[src/rtl/board_move_collector.sv]
// Board move collector: drains the column move FIFOs round-robin
// and streams the valid move slots out one per cycle.
module board_move_collector #(
  parameter int NCOL   = 8,
  parameter int MOVE_W = 19,
  parameter int SLOTS  = 8,
  parameter int CNT_W  = 8
) (
  input  logic                          clk,
  input  logic                          reset,
  input  logic                          start,
  input  logic [NCOL-1:0]               col_done,
  input  logic [NCOL-1:0]               col_empty,
  input  logic [NCOL*SLOTS*MOVE_W-1:0]  col_data,
  output logic [NCOL-1:0]               col_rden,
  output logic [MOVE_W-1:0]             move_out,
  output logic                          move_valid,
  input  logic                          move_ready,
  output logic [CNT_W-1:0]              move_count,
  output logic                          busy,
  output logic                          done
);

  localparam int WORD_W = SLOTS * MOVE_W;

  typedef enum logic [2:0] {
    IDLE, SCAN, READ, LOAD, UNPACK, DONE
  } state_t;

  state_t              state;
  logic [2:0]          rr_ptr;
  logic [2:0]          sel;
  logic [WORD_W-1:0]   word;
  logic [SLOTS-1:0]    mask;

  logic                scan_hit;
  logic [2:0]          scan_sel;
  logic [2:0]          scan_idx;
  logic [WORD_W-1:0]   ld_word;
  logic [SLOTS-1:0]    ld_mask;
  logic [SLOTS-1:0]    nxt_mask;

  function automatic logic [2:0] lowest(input logic [SLOTS-1:0] m);
    logic [2:0] r;
    r = '0;
    for (int k = SLOTS - 1; k >= 0; k--)
      if (m[k]) r = 3'(k);
    return r;
  endfunction

  function automatic logic [MOVE_W-1:0] slot_of(
    input logic [WORD_W-1:0] w,
    input logic [2:0]        k
  );
    return w[32'(k)*MOVE_W +: MOVE_W];
  endfunction

  // First non-empty column at or after the round-robin pointer.
  always_comb begin
    scan_hit = 1'b0;
    scan_sel = rr_ptr;
    scan_idx = '0;
    for (int i = NCOL - 1; i >= 0; i--) begin
      scan_idx = rr_ptr + 3'(i);
      if (!col_empty[scan_idx]) begin
        scan_hit = 1'b1;
        scan_sel = scan_idx;
      end
    end
  end

  // Selected column's word and its valid-slot mask (bit 18 = invalid).
  always_comb begin
    ld_word = col_data[32'(sel)*WORD_W +: WORD_W];
    ld_mask = '0;
    for (int k = 0; k < SLOTS; k++)
      ld_mask[k] = ~ld_word[k*MOVE_W + MOVE_W - 1];
  end

  // Remaining slots once the presented move is accepted.
  always_comb begin
    nxt_mask = mask & ~(SLOTS'(1) << lowest(mask));
  end

  // Read strobe is gated by the live empty flag so a column that
  // went empty after SCAN is never read.
  assign col_rden = (state == READ && !col_empty[sel])
                    ? (NCOL'(1) << sel) : '0;

  assign busy = (state == SCAN) || (state == READ) ||
                (state == LOAD) || (state == UNPACK);
  assign done = (state == DONE);

  // Collection FSM with registered move stream and counter.
  always_ff @(posedge clk) begin
    if (reset) begin
      state      <= IDLE;
      rr_ptr     <= '0;
      sel        <= '0;
      word       <= '0;
      mask       <= '0;
      move_out   <= '0;
      move_valid <= 1'b0;
      move_count <= '0;
    end else begin
      unique case (state)
        IDLE, DONE: begin
          if (start) begin
            state      <= SCAN;
            move_count <= '0;
            rr_ptr     <= '0;
          end
        end
        SCAN: begin
          if (scan_hit) begin
            sel   <= scan_sel;
            state <= READ;
          end else if (&col_done && &col_empty) begin
            state <= DONE;
          end
        end
        READ: begin
          if (col_empty[sel]) begin
            state <= SCAN;
          end else begin
            rr_ptr <= sel + 3'd1;
            state  <= LOAD;
          end
        end
        LOAD: begin
          word <= ld_word;
          mask <= ld_mask;
          if (ld_mask == '0) begin
            state <= SCAN;
          end else begin
            move_out   <= slot_of(ld_word, lowest(ld_mask));
            move_valid <= 1'b1;
            state      <= UNPACK;
          end
        end
        UNPACK: begin
          if (move_ready) begin
            if (move_count != '1)
              move_count <= move_count + 1'b1;
            mask <= nxt_mask;
            if (nxt_mask == '0) begin
              move_valid <= 1'b0;
              state      <= SCAN;
            end else begin
              move_out <= slot_of(word, lowest(nxt_mask));
            end
          end
        end
        default: state <= IDLE;
      endcase
    end
  end

endmodule
[config.mk]
export PLATFORM = sky130hd
export DESIGN_NAME = board_move_collector
export DESIGN_NICKNAME = d
export VERILOG_FILES = /design/src/rtl/board_move_collector.sv
export SDC_FILE = /design/constraint.sdc
export NUM_CORES = 1
export LEC_CHECK = 0
export CORE_AREA = 2 2 501 503
export DETAILED_ROUTE_END_ITERATION = 8
export DIE_AREA = 0 0 503 505
export HOLD_SLACK_MARGIN = 0.06
export PLACE_DENSITY_LB_ADDON = 0.1
export SYNTH_ARGS = -nofsm -noshare
export SYNTH_HDL_FRONTEND = slang
export SYNTH_SLANG_ARGS = --single-unit
[constraint.sdc]
create_clock -name clk -period 3.2 [get_ports clk]
set_input_delay 0.64 -clock clk [delete_from_list [all_inputs] [get_ports clk]]
set_output_delay 0.64 -clock clk [all_outputs]
set_load 0.05 [all_outputs]
Fig. 1: routing congestion map
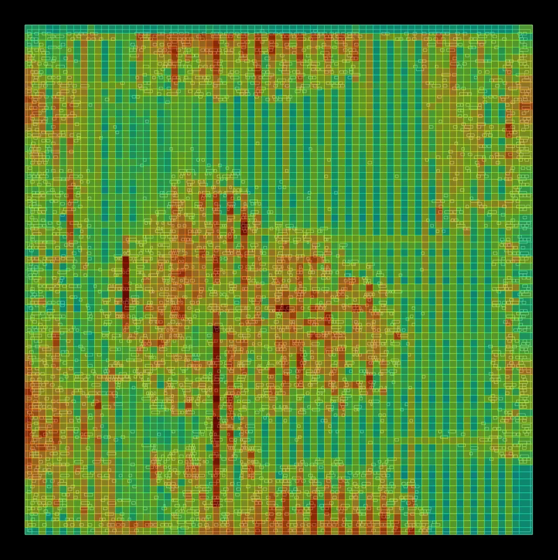
Total Routing Usage GR: 0.151
Wirelength per Cell: 29.1 microns
Global Route met3 Usage: 0.0303
met1 Resource Use GR: 0.180

Fig. 2: signal wires by layer
Drawn at 1 px/micron.
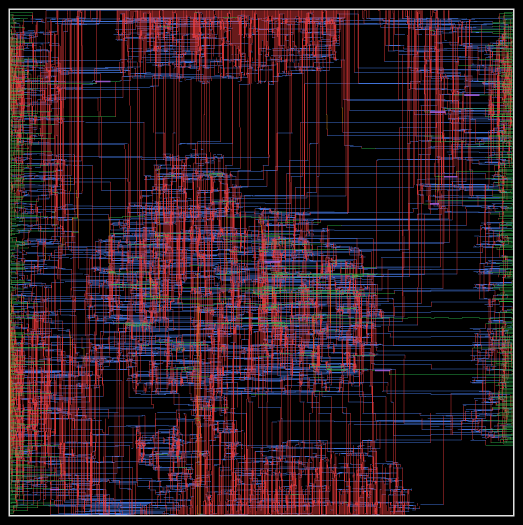
| color | layer | wire length |
|---|---|---|
| green | met3 | 11900 microns |
| red | met2 | 107 mm |
| purple | met5 | 95.7 microns |
| orange | met4 | 1280 microns |
| blue | met1 | 81.3 mm |
Vias: 25772
Post-Route WL: 201000 microns

Fig. 3: clock distribution
Drawn at 1 px/micron.
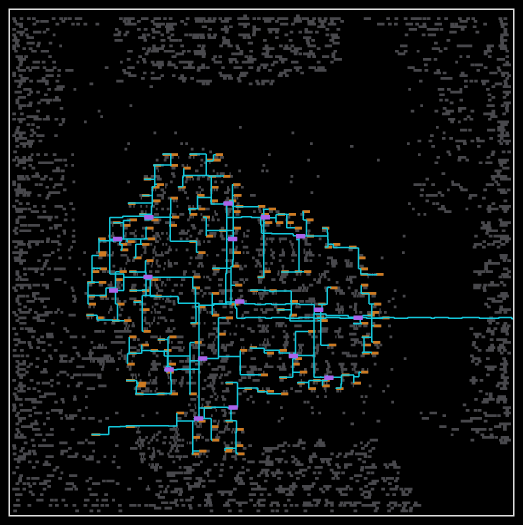
[purple] cells driving clock nets | count: 17
[cyan] clock wires | length: 4340 microns
[orange] flip-flops | count: 197
routed clock nets: 18
power in the clock group: 2440 uW
Setup Skew: 0.0285 ns

==> impl_metrics.env <==
# yosys + openroad results
export IMPL_status="complete, no violations"
export IMPL_tool_warnings=33
export IMPL_final_nets=4799
export IMPL_period_used=0.976
export IMPL_rows=183
export IMPL_fin_util=0.170
export IMPL_final_common_cell="clkdlybuf4s50_1"
export IMPL_cts_htree_levels=4
export IMPL_drt_iter0_drc=1456
export IMPL_yosysUniqueCellTypes=89
export IMPL_layout_cells_non_filler=6907
export IMPL_cts_tree="yes"
export IMPL_period_needed_ns=3.12
export IMPL_async_flop_share=0
export IMPL_nFillCells=27777
export IMPL_grt_pass1_wl_microns=262000
export IMPL_worst_hold_slack_ns=0.329
export IMPL_grt_pass1_vias=27249
export IMPL_cp_max_fo=21
export IMPL_top_level_ports=1274
export IMPL_cp_end_kind="register"
export IMPL_hold_viol_final=0
export IMPL_io_buffers=1273
export IMPL_cts_root_buffer="clkbuf_16"
export IMPL_holdPathStages=2
-- power by group --
group / switching, uW / leakage (uW) / internal (uW) / total, uW
registers: 429 / 0.00160 / 2900 / 3330
clock network: 1310 / 0.000290 / 1140 / 2440
logic: 12800 / 0.0122 / 10500 / 23400
-- kinds of logic (layout without fill, tap and decap cells) --
| kind of cell | Yosys count | in the layout | synth area share |
|---|---|---|---|
| simple gates | 472 | 472 | 0.108 |
| buf+inv | 273 | 1723 | 0.0519 |
| mux | 536 | 536 | 0.435 |
| xor+xnor | 9 | 9 | 0.00365 |
| fa+ha+maj | 12 | 12 | 0.00666 |
| flops | 197 | 197 | 0.183 |
| other cells | 0 | 10 | 0 |
| compound gates | 618 | 618 | 0.212 |
-- layout make-up --
class | count | area, sq um | area share
repair buffers | 1674 | 16600 | 0.393
clock inverters | 14 | 161 | 0.00382
flip-flops and latches | 197 | 3960 | 0.0937
inverters | 17 | 71.3 | 0.00169
diodes | 10 | 25.0 | 0.000592
clock buffers | 18 | 439 | 0.0104
well taps | 3330 | 4170 | 0.0985
multi-input cells | 1647 | 16900 | 0.399
-- synthesized netlist by cell type, drive strengths merged (4+ instances only) --
master,n,area [sq um]
inv,16,60.1
clkbuf,167,627
o211ai,20,155
nand3,78,390
o22ai,6,43.8
a211oi,154,1170
mux4,314,7080
xor2,6,52.6
and2,7,43.8
a21o,34,255
a221oi,36,315
dfxtp,197,3940
o21ai,134,674
a211o,5,43.8
o311ai,36,315
o31a,35,307
a21boi,4,30.0
or4b,17,170
nand2,65,246
nor3b,4,30.0
nand2b,6,37.5
or3,22,138
mux2i,161,1640
nor3,20,105
a21oi,32,171
and3,40,250
o31ai,4,30.0
a22oi,19,143
a2111oi,21,190
a31oi,5,52.6
a41oi,35,307
nor2,191,722
nor4,7,86.3
mux2,61,691
a32o,17,170
ha,9,113
buf,89,430
nand4,7,50.1
-- state kept, by name (all words and copies together), names as in the netlist --
signal	count
word	152
move_out	19
mask	8
move_count	8
rr_ptr	3
sel	3
state	3
move_valid	1
-- what timing repair did --
item,4_1_cts,5_1_grt
setup buffers,7,1
hold buffers,0,0
pin swaps,5,9
setup endpoints to repair,25,25
gates cloned,1,5
resized,51,43
-- critical path, stage by stage (launching register included) --
cell	delay, ns
dfxtp_4	0.45
buf_12	0.18
mux4_2	0.57
mux2_4	0.30
nor2b_4	0.15
a21oi_4	0.16
buf_12	0.14
buf_12	0.18
mux2_2	0.37
a221oi_2	0.35
a32o_1	0.17
-- final timing paths --
check            from  slack [ns]       endpoint
min reg2reg  word[56]        0.49       word[56]
max reg2reg    sel[0]        0.08   move_out[12]
min             reset        0.33  move_count[1]
max            sel[0]        0.08   move_out[12]
-- metal layers --
metal / track usage / vias to the layer above / part of all wire
li1: - / 11662 / -
met1: 0.180 / 12913 / 0.40
met2: 0.286 / 1087 / 0.53
met3: 0.0303 / 94 / 0.059
met4: 0.0118 / 16 / 0.0064
met5: 0 / - / 0.00047
-- per-stage QoR --
step | area, sq um | power [uW]
finish | 42300 | 29100
detailed placement | 41100 | 27300
CTS | 42000 | 30200
global route | 42300 | 31300
global placement | 41100 | 27400
floorplan | 21600 | 13900
No activity file was given, so power comes from the tool's default toggle rates.
